`config.mk`:
```
export PLATFORM = sky130hd
export DESIGN_NAME = fp_div_seq
export DESIGN_NICKNAME = d
export VERILOG_FILES = /design/src/rtl/fp_div_seq.sv
export SDC_FILE = /design/constraint.sdc
export NUM_CORES = 2
export LEC_CHECK = 0
export CAP_MARGIN = 20
export CORE_AREA = 2 2 341 343
export DETAILED_ROUTE_END_ITERATION = 10
export DIE_AREA = 0 0 343 345
export GPL_ROUTABILITY_DRIVEN = 0
export PLACE_DENSITY = 0.74
export SYNTH_ARGS = -nofsm -noshare
export SYNTH_HDL_FRONTEND = slang
export SYNTH_SLANG_ARGS = --single-unit
```
`constraint.sdc`:
```
create_clock -name clk_i -period 178.2 [get_ports clk_i]
set_input_delay 53.46 -clock clk_i [delete_from_list [all_inputs] [get_ports clk_i]]
set_output_delay 53.46 -clock clk_i [all_outputs]
set_load 0.03 [all_outputs]
```
`src/rtl/fp_div_seq.sv`:
```
// Sequential IEEE-754 single divider: special cases resolve in 1 cycle, normal path in 1+RECIP_CYCLES+MUL_CYCLES.
// Accepts one operation at a time in IDLE; the result is held in DONE until out_rdy_i.

// Reciprocal of a normal operand, truncated; the long divide is timed as a multicycle path.
module fp_div_recip (
  input  logic [31:0] x_i,
  output logic [31:0] y_o
);
  logic [24:0] q;
  logic        unused_q_bit;

  // 2^47 / m lands in (2^23, 2^24]; bit 24 only for an exact power of two
  assign q = 25'({2'b01, 47'h0} / {25'h0, 1'b1, x_i[22:0]});
  assign unused_q_bit = q[23];
  assign y_o = q[24] ? {x_i[31], 8'd254 - x_i[30:23], 23'h0}
                     : {x_i[31], 8'd253 - x_i[30:23], q[22:0]};
endmodule

// Truncating multiply of two normal operands; no range or special handling.
module fp_div_mul (
  input  logic [31:0] a_i,
  input  logic [31:0] b_i,
  output logic [31:0] p_o
);
  logic [47:0] prod;
  logic [9:0]  e_sum;
  logic        unused_bits;

  assign prod  = {24'h0, 1'b1, a_i[22:0]} * {24'h0, 1'b1, b_i[22:0]};
  assign e_sum = {2'b0, a_i[30:23]} + {2'b0, b_i[30:23]} - 10'd127;
  assign unused_bits = ^{prod[22:0], e_sum[9:8]};
  assign p_o = prod[47] ? {a_i[31] ^ b_i[31], 8'(e_sum + 10'd1), prod[46:24]}
                        : {a_i[31] ^ b_i[31], e_sum[7:0], prod[45:23]};
endmodule

module fp_div_seq #(
  parameter int unsigned RECIP_CYCLES = 3,
  parameter int unsigned MUL_CYCLES   = 1
) (
  input  logic        clk_i,
  input  logic        rst_n_i,
  input  logic        in_vld_i,
  output logic        in_rdy_o,
  input  logic [31:0] a_i,
  input  logic [31:0] b_i,
  output logic        out_vld_o,
  input  logic        out_rdy_i,
  output logic [31:0] result_o,
  output logic        div_by_zero_o,
  output logic        invalid_o,
  output logic        overflow_o,
  output logic        underflow_o
);
  localparam int unsigned CNT_MAX = (RECIP_CYCLES > MUL_CYCLES) ? RECIP_CYCLES : MUL_CYCLES;
  localparam int unsigned CW      = (CNT_MAX > 1) ? $clog2(CNT_MAX) : 1;

  typedef enum logic [1:0] {IDLE, RECIP, MUL, DONE} state_t;
  typedef struct packed {
    logic dz;
    logic inv;
    logic ovf;
    logic unf;
  } flags_t;

  state_t        state_q, state_d;
  logic [CW-1:0] cnt_q, cnt_d;
  logic [31:0]   a_q, a_d, b_q, b_d, recip_q, recip_d, res_q, res_d;
  flags_t        flags_q, flags_d;
  logic          rdy_en_q;

  logic [31:0]   recip_w, prod_w;
  logic          a_nan, b_nan, a_inf, b_inf, a_zero, b_zero, sign_in;
  logic          special;
  logic [31:0]   spec_res;
  flags_t        spec_flags;
  logic signed [9:0] e_res;
  logic          sign_q;

  fp_div_recip u_recip (.x_i({1'b0, 8'd127, b_q[22:0]}), .y_o(recip_w));
  fp_div_mul   u_mul   (.a_i({1'b0, 8'd127, a_q[22:0]}), .b_i(recip_q), .p_o(prod_w));

  // Denormals (exp == 0) classify as zero
  assign a_zero  = (a_i[30:23] == 8'h00);
  assign b_zero  = (b_i[30:23] == 8'h00);
  assign a_nan   = (a_i[30:23] == 8'hFF) && (a_i[22:0] != 23'h0);
  assign b_nan   = (b_i[30:23] == 8'hFF) && (b_i[22:0] != 23'h0);
  assign a_inf   = (a_i[30:23] == 8'hFF) && (a_i[22:0] == 23'h0);
  assign b_inf   = (b_i[30:23] == 8'hFF) && (b_i[22:0] == 23'h0);
  assign sign_in = a_i[31] ^ b_i[31];
  assign sign_q  = a_q[31] ^ b_q[31];

  always_comb begin
    special    = 1'b1;
    spec_res   = '0;
    spec_flags = '0;
    if (a_nan || b_nan || (a_zero && b_zero) || (a_inf && b_inf)) begin
      spec_res       = 32'h7FC00000;
      spec_flags.inv = 1'b1;
    end else if (b_zero && !a_inf) begin
      spec_res      = {sign_in, 8'hFF, 23'h0};
      spec_flags.dz = 1'b1;
    end else if (a_inf) begin
      spec_res = {sign_in, 8'hFF, 23'h0};
    end else if (b_inf || a_zero) begin
      spec_res = {sign_in, 31'h0};
    end else begin
      special = 1'b0;
    end
  end

  assign e_res = signed'({2'b0, prod_w[30:23]} + {2'b0, a_q[30:23]} - {2'b0, b_q[30:23]});

  always_comb begin
    state_d = state_q;
    cnt_d   = cnt_q;
    a_d     = a_q;
    b_d     = b_q;
    recip_d = recip_q;
    res_d   = res_q;
    flags_d = flags_q;
    case (state_q)
      IDLE: begin
        if (in_vld_i && rdy_en_q) begin
          a_d     = a_i;
          b_d     = b_i;
          flags_d = '0;
          if (special) begin
            res_d   = spec_res;
            flags_d = spec_flags;
            state_d = DONE;
          end else begin
            cnt_d   = CW'(RECIP_CYCLES - 1);
            state_d = RECIP;
          end
        end
      end
      RECIP: begin
        if (cnt_q == '0) begin
          recip_d = recip_w;
          cnt_d   = CW'(MUL_CYCLES - 1);
          state_d = MUL;
        end else begin
          cnt_d = cnt_q - 1'b1;
        end
      end
      MUL: begin
        if (cnt_q == '0) begin
          if (e_res >= 10'sd255) begin
            res_d       = {sign_q, 8'hFF, 23'h0};
            flags_d.ovf = 1'b1;
          end else if (e_res <= 10'sd0) begin
            res_d       = {sign_q, 31'h0};
            flags_d.unf = 1'b1;
          end else begin
            res_d = {sign_q, e_res[7:0], prod_w[22:0]};
          end
          state_d = DONE;
        end else begin
          cnt_d = cnt_q - 1'b1;
        end
      end
      DONE: begin
        if (out_rdy_i) state_d = IDLE;
      end
      default: state_d = IDLE;
    endcase
  end

  always_ff @(posedge clk_i or negedge rst_n_i) begin
    if (!rst_n_i) begin
      state_q  <= IDLE;
      cnt_q    <= '0;
      a_q      <= '0;
      b_q      <= '0;
      recip_q  <= '0;
      res_q    <= '0;
      flags_q  <= '0;
      rdy_en_q <= 1'b0;
    end else begin
      state_q  <= state_d;
      cnt_q    <= cnt_d;
      a_q      <= a_d;
      b_q      <= b_d;
      recip_q  <= recip_d;
      res_q    <= res_d;
      flags_q  <= flags_d;
      rdy_en_q <= 1'b1;
    end
  end

  assign in_rdy_o      = rdy_en_q && (state_q == IDLE);
  assign out_vld_o     = (state_q == DONE);
  assign result_o      = res_q;
  assign div_by_zero_o = flags_q.dz;
  assign invalid_o     = flags_q.inv;
  assign overflow_o    = flags_q.ovf;
  assign underflow_o   = flags_q.unf;
endmodule

```
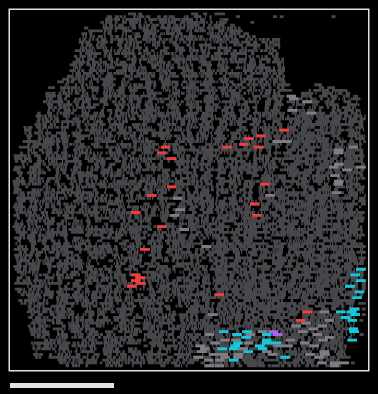
(images/flops_by_reg.png)
Scale bar: 100 µm.
| colour | netlist name | placed flops |
|---|---|---|
| red | `recip_q` | 25 |
| purple | `cnt_q` | 2 |
| cyan | `result_o` | 32 |

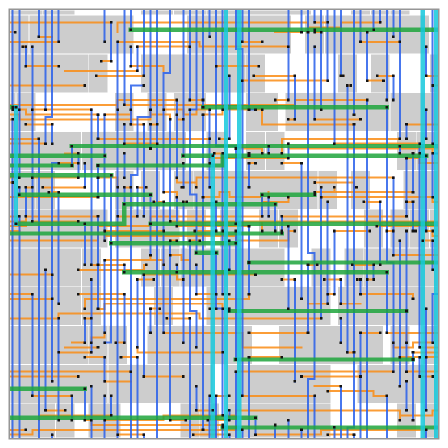
(images/detail.png)
Region (242, 71) to (272, 101) µm. Cells in grey, sequential cells in the stronger grey; small squares are vias.
| colour | layer |
|---|---|
| green | metal 3 |
| orange | metal 1 |
| cyan | metal 4 |
| blue | metal 2 |
most frequent: nand2_1 (24), fa_1 (24), inv_1 (20)
cells with their middle in the window: 72
sequential cells in the window: 0

through the flow:
step | std cells | setup slack [ns] | hold slack (ns)
floorplan | 9054 | 62.74 | 0.4767
global placement | 10450 | 60.08 | 0.4627
detailed placement | 10450 | 56.62 | 0.4690
CTS | 10480 | 55.78 | 0.4843
global route | 10480 | 42.11 | 0.5014
finish | 10480 | 53.32 | 0.4767
cells by family (layout without fill, tap and decap cells):
family	Yosys count	in the layout	share of synthesized area
and+or+nand+nor	3267	3267	0.2495
AOI/OAI and AO/OA	2580	2580	0.2540
adders and majority gates	1207	1207	0.2801
buffers and inverters	1198	1098	0.07365
xor gates and xnor gates	485	485	0.06402
muxes	186	186	0.03016
DFF	130	130	0.04853
other	1	4	0.00005594
cells in the mapped netlist, types with 66 or more instances:
cell type and count:
nand2_1 874, inv_1 840, a21oi_1 773, nor2_1 739, ha_1 718, fa_1 489
o21ai_0 475, xnor2_1 349, a21o_1 324, and2_1 321, nand3_1 241, nand2b_1 222
clkbuf_1 202, nor3_1 172, nand4_1 135, xor2_1 131, dfrtp_1 130, mux2_2 108
o21a_1 105, o31ai_1 103, a31oi_1 85, nor4_1 71, a211oi_1 69, mux2i_1 68
and3_1 66, nor2b_1 66
tightest hold or removal path, stage by stage (launching register included):
cell,delay [ns]
dfrtp_1,0.34
nand2_1,0.04
o21ai_0,0.06
worst max path at each step:
stage / slack, ns / cells after the start / end
CTS: 55.78 / 626 / recip_q[0]
detailed placement: 56.62 / 627 / recip_q[0]
finish: 53.32 / 630 / recip_q[0]
global route: 42.11 / 630 / recip_q[0]
floorplan: 62.74 / 693 / recip_q[0]
global placement: 60.08 / 623 / recip_q[0]
registers in the layout, summed over array words and instances (netlist names):
register	count
a_q	32
b_q	32
cnt_q	2
div_by_zero_o	1
invalid_o	1
overflow_o	1
rdy_en_q	1
recip_q	25
result_o	32
state_q	2
underflow_o	1
routing by layer:
layer	GRT usage	vias up
met5	0	-
met3	0.05680	727
met4	0.1663	10
li1	-	31840
met2	0.5771	3217
met1	0.4568	32370
cell type report:
cell class | count | area [µm²] | share of cell area
multi-input cells | 7726 | 58890 | 0.8446
flip-flops and latches | 130 | 3254 | 0.04668
inverters | 848 | 3183 | 0.04565
repair buffers | 219 | 1916 | 0.02747
well taps | 1524 | 1907 | 0.02735
clock buffers | 18 | 439.2 | 0.006299
clock inverters | 13 | 126.4 | 0.001813
diodes | 3 | 7.507 | 0.0001077
cells in the final DEF, fill, tap and decap left out, drive strengths merged, types with 107 or more instances in the layout:
cell type / n
nand2b: 223
fa: 489
xor2: 132
and2: 327
a21o: 327
nand4: 144
o31ai: 107
xnor2: 352
nor2: 748
nand2: 875
buf: 115
inv: 852
o21ai: 536
ha: 718
a21oi: 782
nor3: 179
nand3: 251
mux2: 113
dfrtp: 130
==> impl_metrics.env <==
# flow metrics
export IMPL_setup_viol=0
export IMPL_reg2reg_from="b_q[1]"
export IMPL_finalHoldViolations=0
export IMPL_clock_latency_ns=0.49
export IMPL_portBuffers=105
export IMPL_ioPinCount=106
export IMPL_rows=125
export IMPL_critPathSlowestCell="nor3_4"
export IMPL_max_stage_delay_ns=0.89
export IMPL_topCellsByArea="fa_1, ha_1, a21oi_1"
export IMPL_die_size_y_um=345
export IMPL_ys_chip_area_um2=67030
export IMPL_via_per_inst=6.503
export IMPL_hp_start="result_o[2]"
export IMPL_syn_nets=10330
export IMPL_ys_ff=130
export IMPL_grt_max_degree=73
export IMPL_synthFlopType="dfrtp_1"
export IMPL_fmax_mhz=8.008
export IMPL_clock_skew_ns=0.01599
export IMPL_drt_iter0_drc=6363
export IMPL_overflow=0
export IMPL_layout_min_cycle_time_ns=124.88
export IMPL_outcome="complete, no violations"
